==> src/rtl/btb_2bit.sv <==
// Direct-mapped branch target buffer with a 2-bit saturating direction counter per entry.
// Defining BTB_PERF_EN adds branch and mispredict event counters (perf_br_cnt, perf_mis_cnt).
module btb_2bit #(
    parameter int         IDX_BITS = 4,
    parameter logic [1:0] INIT_CTR = 2'b10
) (
    input  logic        clk,
    input  logic        rst_n,
    input  logic [31:0] CurrentPC,
    output logic [31:0] PrePC,
    output logic        BTBhit,
    output logic        PredTaken,
    output logic [31:0] PredTarget,
    input  logic        bp_clear,
    input  logic        ex_br,
    input  logic        ex_taken,
    input  logic [31:0] EXpc,
    input  logic [31:0] BrNPC,
    input  logic        ex_pred_taken,
    input  logic [31:0] ex_pred_target,
    output logic        br_mispredict
`ifdef BTB_PERF_EN
    ,
    output logic [31:0] perf_br_cnt,
    output logic [31:0] perf_mis_cnt
`endif
);

    localparam int ENTRIES = 2 ** IDX_BITS;
    localparam int TAG_W   = 30 - IDX_BITS;

    logic [ENTRIES-1:0] valid;
    logic [TAG_W-1:0]   tags    [ENTRIES];
    logic [31:0]        targets [ENTRIES];
    logic [1:0]         ctrs    [ENTRIES];

    logic [IDX_BITS-1:0] f_idx;
    logic [IDX_BITS-1:0] e_idx;
    logic [TAG_W-1:0]    f_tag;
    logic [TAG_W-1:0]    e_tag;
    logic                f_hit;
    logic                e_hit;

    assign f_idx = CurrentPC[IDX_BITS+1:2];
    assign f_tag = CurrentPC[31:IDX_BITS+2];
    assign e_idx = EXpc[IDX_BITS+1:2];
    assign e_tag = EXpc[31:IDX_BITS+2];

    assign f_hit = valid[f_idx] && (tags[f_idx] == f_tag);
    assign e_hit = valid[e_idx] && (tags[e_idx] == e_tag);

    // Lookup reads the table as registered, so a same-cycle update is not bypassed.
    assign BTBhit     = f_hit;
    assign PredTaken  = f_hit & ctrs[f_idx][1];
    assign PredTarget = f_hit ? targets[f_idx] : 32'd0;
    assign PrePC      = PredTaken ? PredTarget : CurrentPC + 32'd4;

    assign br_mispredict = ex_br & ((ex_taken != ex_pred_taken) |
                                    (ex_taken & ex_pred_taken & (ex_pred_target != BrNPC)));

    always_ff @(posedge clk or negedge rst_n) begin
        if (!rst_n) begin
            valid <= '0;
            for (int i = 0; i < ENTRIES; i++) begin
                tags[i]    <= '0;
                targets[i] <= '0;
                ctrs[i]    <= '0;
            end
        end else if (bp_clear) begin
            valid <= '0;
        end else if (ex_br) begin
            if (e_hit) begin
                if (ex_taken) begin
                    if (ctrs[e_idx] != 2'b11) ctrs[e_idx] <= ctrs[e_idx] + 2'd1;
                    targets[e_idx] <= BrNPC;
                end else if (ctrs[e_idx] != 2'b00) begin
                    ctrs[e_idx] <= ctrs[e_idx] - 2'd1;
                end
            end else if (ex_taken) begin
                // Allocate on taken only; any resident entry at this index is evicted.
                valid[e_idx]   <= 1'b1;
                tags[e_idx]    <= e_tag;
                targets[e_idx] <= BrNPC;
                ctrs[e_idx]    <= INIT_CTR;
            end
        end
    end

`ifdef BTB_PERF_EN
    always_ff @(posedge clk or negedge rst_n) begin
        if (!rst_n) begin
            perf_br_cnt  <= '0;
            perf_mis_cnt <= '0;
        end else begin
            if (ex_br)         perf_br_cnt  <= perf_br_cnt + 32'd1;
            if (br_mispredict) perf_mis_cnt <= perf_mis_cnt + 32'd1;
        end
    end
`endif

endmodule

==> config.mk <==
export PLATFORM = sky130hd
export DESIGN_NAME = btb_2bit
export DESIGN_NICKNAME = d
export VERILOG_FILES = /design/src/rtl/btb_2bit.sv
export SDC_FILE = /design/constraint.sdc
export NUM_CORES = 2
export LEC_CHECK = 0
export CORE_MARGIN = 1
export CORE_UTILIZATION = 40
export DETAILED_ROUTE_END_ITERATION = 6
export GPL_ROUTABILITY_DRIVEN = 1
export SLEW_MARGIN = 25
export SYNTH_ARGS = -nofsm -noshare
export SYNTH_HDL_FRONTEND = slang
export SYNTH_SLANG_ARGS = --single-unit
==> constraint.sdc <==
create_clock -name clk -period 10.08 [get_ports clk]
set_input_delay 3.024 -clock clk [delete_from_list [all_inputs] [get_ports clk]]
set_output_delay 3.024 -clock clk [all_outputs]
set_load 0.02 [all_outputs]
Fig. 1: ports around the boundary
Pins as bars across the die edge, other pins in gray.
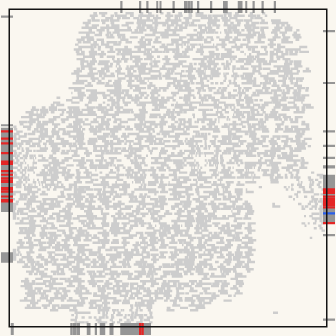
port	color	pins	direction	edge
ex_pred_taken	blue	1	input	right
PrePC	red	32	output	18 left, 12 right, 2 bottom
all pins by edge	79 left, 51 bottom, 49 right, 22 top
overall die height: 356 microns
Die X: 356 microns

Fig. 2: selected gate families
Scale bar: 100 microns.
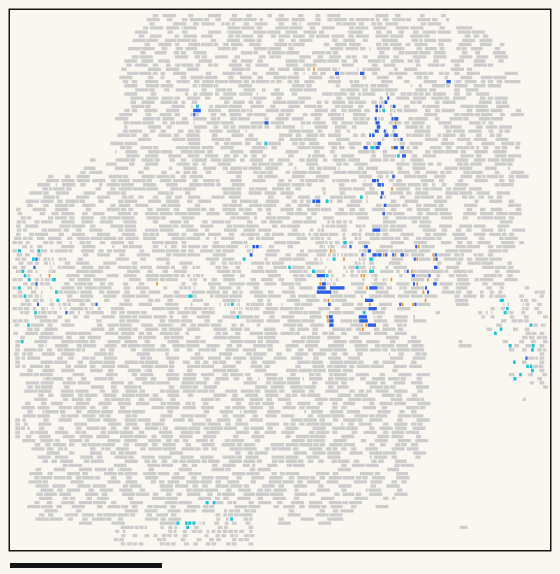
family	color	cells	most used
inv cells	orange	32	inv_1
aoi and oai cells	blue	91	o21ai_0
and/or cells	cyan	57	and2_1

Fig. 3: the clock network
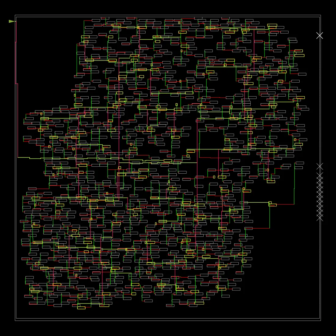
clk_buf instances: 165
Clock Skews: 48.3 ps
Clk power: 4070 uW
Worst-Skew Late Latency: 740 ps

Fig. 4: routed metal, one color a layer
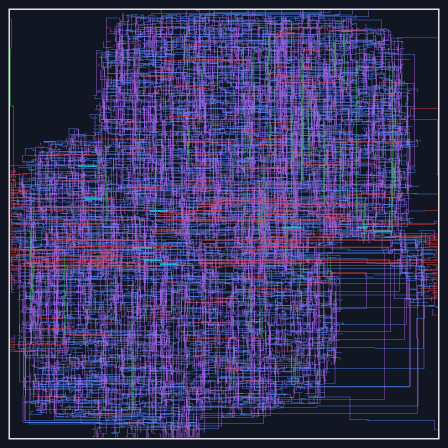
layer	color	wire length
M1	blue	69.3 mm
M2	purple	67.9 mm
M3	red	10,300 microns
M5	cyan	117 microns
M4	green	3,420 microns

Fig. 5: where the registers sit
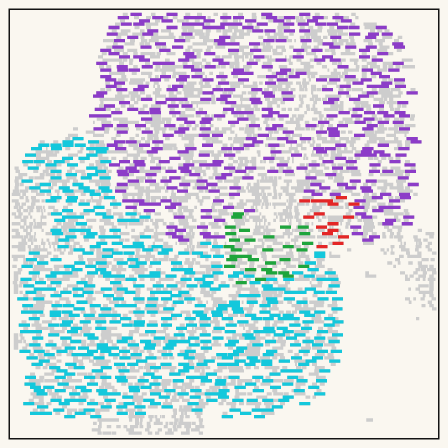
name in the netlist	color	flops
tags	purple	416
ctrs	green	32
valid	red	16
targets	cyan	512

==> impl_metrics.py <==
# Generated from Yosys and OpenROAD reports
metrics = {
    "setup_path": {
        "cp_top_family": "multiplexers",
        "slowest_delay_ps": 770,
        "r2r_cells": 10,
        "r2r_setup_slack_ps": 5280,
        "r2r_end": "tags[150]$_DFFE_PN0P_",
        "critical_path.endpoint": "PrePC[22]",
        "critPathArrivalTime_ps": 6940,
        "worstPathRequired_ps": 7060,
        "start_kind": "input port",
        "path_max_fanout": 23,
        "cp_common_cell": "mux2i_1",
        "path_buffers": 4,
        "cp-startpoint": "CurrentPC[2]",
    },
    "global_route": {
        "gr-usage-met2": 0.362,
        "grtUsageMet1": 0.348,
        "grt_pass1_wl_mm": 223,
        "gr-total-overflow": 0,
        "antenna_found_initial": 18,
        "top_usage_layer": "met2",
    },
    "placed_design": {
        "pre_cts_ws_ps": -104,
        "gp_congestion": 0.814,
        "dp_hpwl_mm": 93.3,
        "dp_cells": 4939,
        "port_buffers": 198,
    },
    "synthesis": {
        "ys_warn_count": 0,
        "synthTopCellsByCount": "989 x mux2_2, 976 x dfrtp_1, 386 x mux4_2",
        "ys_types": 64,
        "ys_seq_frac": 0.487,
        "ys_sh_simple": 0.0256,
        "topCombFamilyByArea": "multiplexers",
        "yosysChipArea_sq_um": 50100,
        "ys.flop_type": "dfrtp_1",
        "synthCells": 3262,
        "synthTopCellsByArea": "dfrtp_1 49%, mux2_2 22%, mux4_2 17%, mux2i_1 2.0%, xnor2_1 1.3%",
        "ys_ff": 976,
        "async_flop_share": 1.00,
        "top_cell_area_share": 0.487,
        "synth_stat.cells": 3262,
        "synthXorXnorAreaFrac": 0.0208,
        "adder_share": 0.000999,
        "yosys.area_share.aoi": 0.0160,
        "top_area_cell": "dfrtp_1",
        "muxShareOfSynthArea": 0.420,
    },
    "run": {
        "maxCapViolCount": 0,
        "warning_count": 39,
    },
    "clock_network": {
        "cts-htree-levels": 3,
        "cts_tree": "yes",
        "cts_sinks": 976,
        "postCtsResizedCells": 1,
        "cts_root_buffer": "clkbuf_16",
        "postCtsHoldBufs": 0,
        "post-cts-setup-buffer-count": 0,
        "clkSlewWorstSetupHoldPaths_ps": 60,
        "cts_buffers": 107,
    },
    "drt": {
        "drc": 13,
        "via_per_inst": 5.88,
        "wl_met3_mm": 10.3,
        "postRouteAntennaNets": 0,
        "wl_met2_mm": 67.9,
        "drt_iter0_drc": 2286,
        "met1_length_mm": 69.3,
        "dr_total_vias": 30212,
        "wl_per_cell_microns": 29.4,
        "routed_wl_mm": 151,
        "top_layer_used": "met5",
    },
    "timing": {
        "setup_viol": 0,
        "holdWs_ps": 488,
        "max_slew.worst_pin.slew_ps": 1090,
        "finalWorstSetupSlack_ps": 112,
        "hold_violations": 0,
        "clock.fmax_mhz": 100,
        "min_period_ps": 9970,
        "fin_crit_sh": 0.989,
        "slew_headroom": 0.271,
        "rsz0062_at_grt": "no",
    },
    "final_layout": {
        "layout_top_cell": "mux2_2",
        "comb_area_sq_um": 24400,
        "final_cell_mix": "989 x mux2_2, 976 x dfrtp_1, 386 x mux4_2",
        "top_regs": "targets x512, tags x416, ctrs x32",
        "n_sequential_cell": 976,
        "seq_area_sq_um": 24400,
        "nNonClkInverters": 32,
        "largest_reg_flops": 512,
        "n_fill_cell": 10919,
        "final-nonclk-buf-share": 0.0582,
        "final_layout_size_suffix_gt1_frac": 0.501,
        "fin_nets": 3549,
        "finalNonFillerCells": 5138,
        "final-clk-cell-share": 0.0632,
        "comb_cells": 1954,
        "finish.instance_area_sq_um": 58000,
        "signal_buffers": 340,
        "seq-cell-share": 0.421,
        "area_growth_pct": 15.8,
        "num_antenna_cells": 0,
        "fin_util": 0.468,
    },
    "status": {
        "violations": "DRC",
        "outcome": "finished, violations left",
    },
    "pwr": {
        "leakage_uw": 0.0257,
        "ir_drop_mv": 0.155,
        "pwr-share-comb": 0.162,
        "cellPowerDensity_nw_per_um2": 181,
        "clockPowerShare": 0.388,
        "p_sw_uw": 2760,
        "intPower_uw": 7740,
        "pg_comb_uw": 1700,
        "totalPowerFinal_uw": 10500,
        "pg_seq_uw": 4730,
    },
    "min_path": {
        "worstHoldEndpoint": "ctrs[18]$_DFFE_PN0P_",
        "hold_path.class": "reg -> reg",
        "holdPathStages": 1,
    },
    "floorplan": {
        "die_area_sq_um": 127000,
        "core_sq_um": 124000,
        "std_cell_rows": 129,
        "initial_utilization": 0.404,
        "taps": 1637,
    },
}
Power and IR drop assume default switching activity.
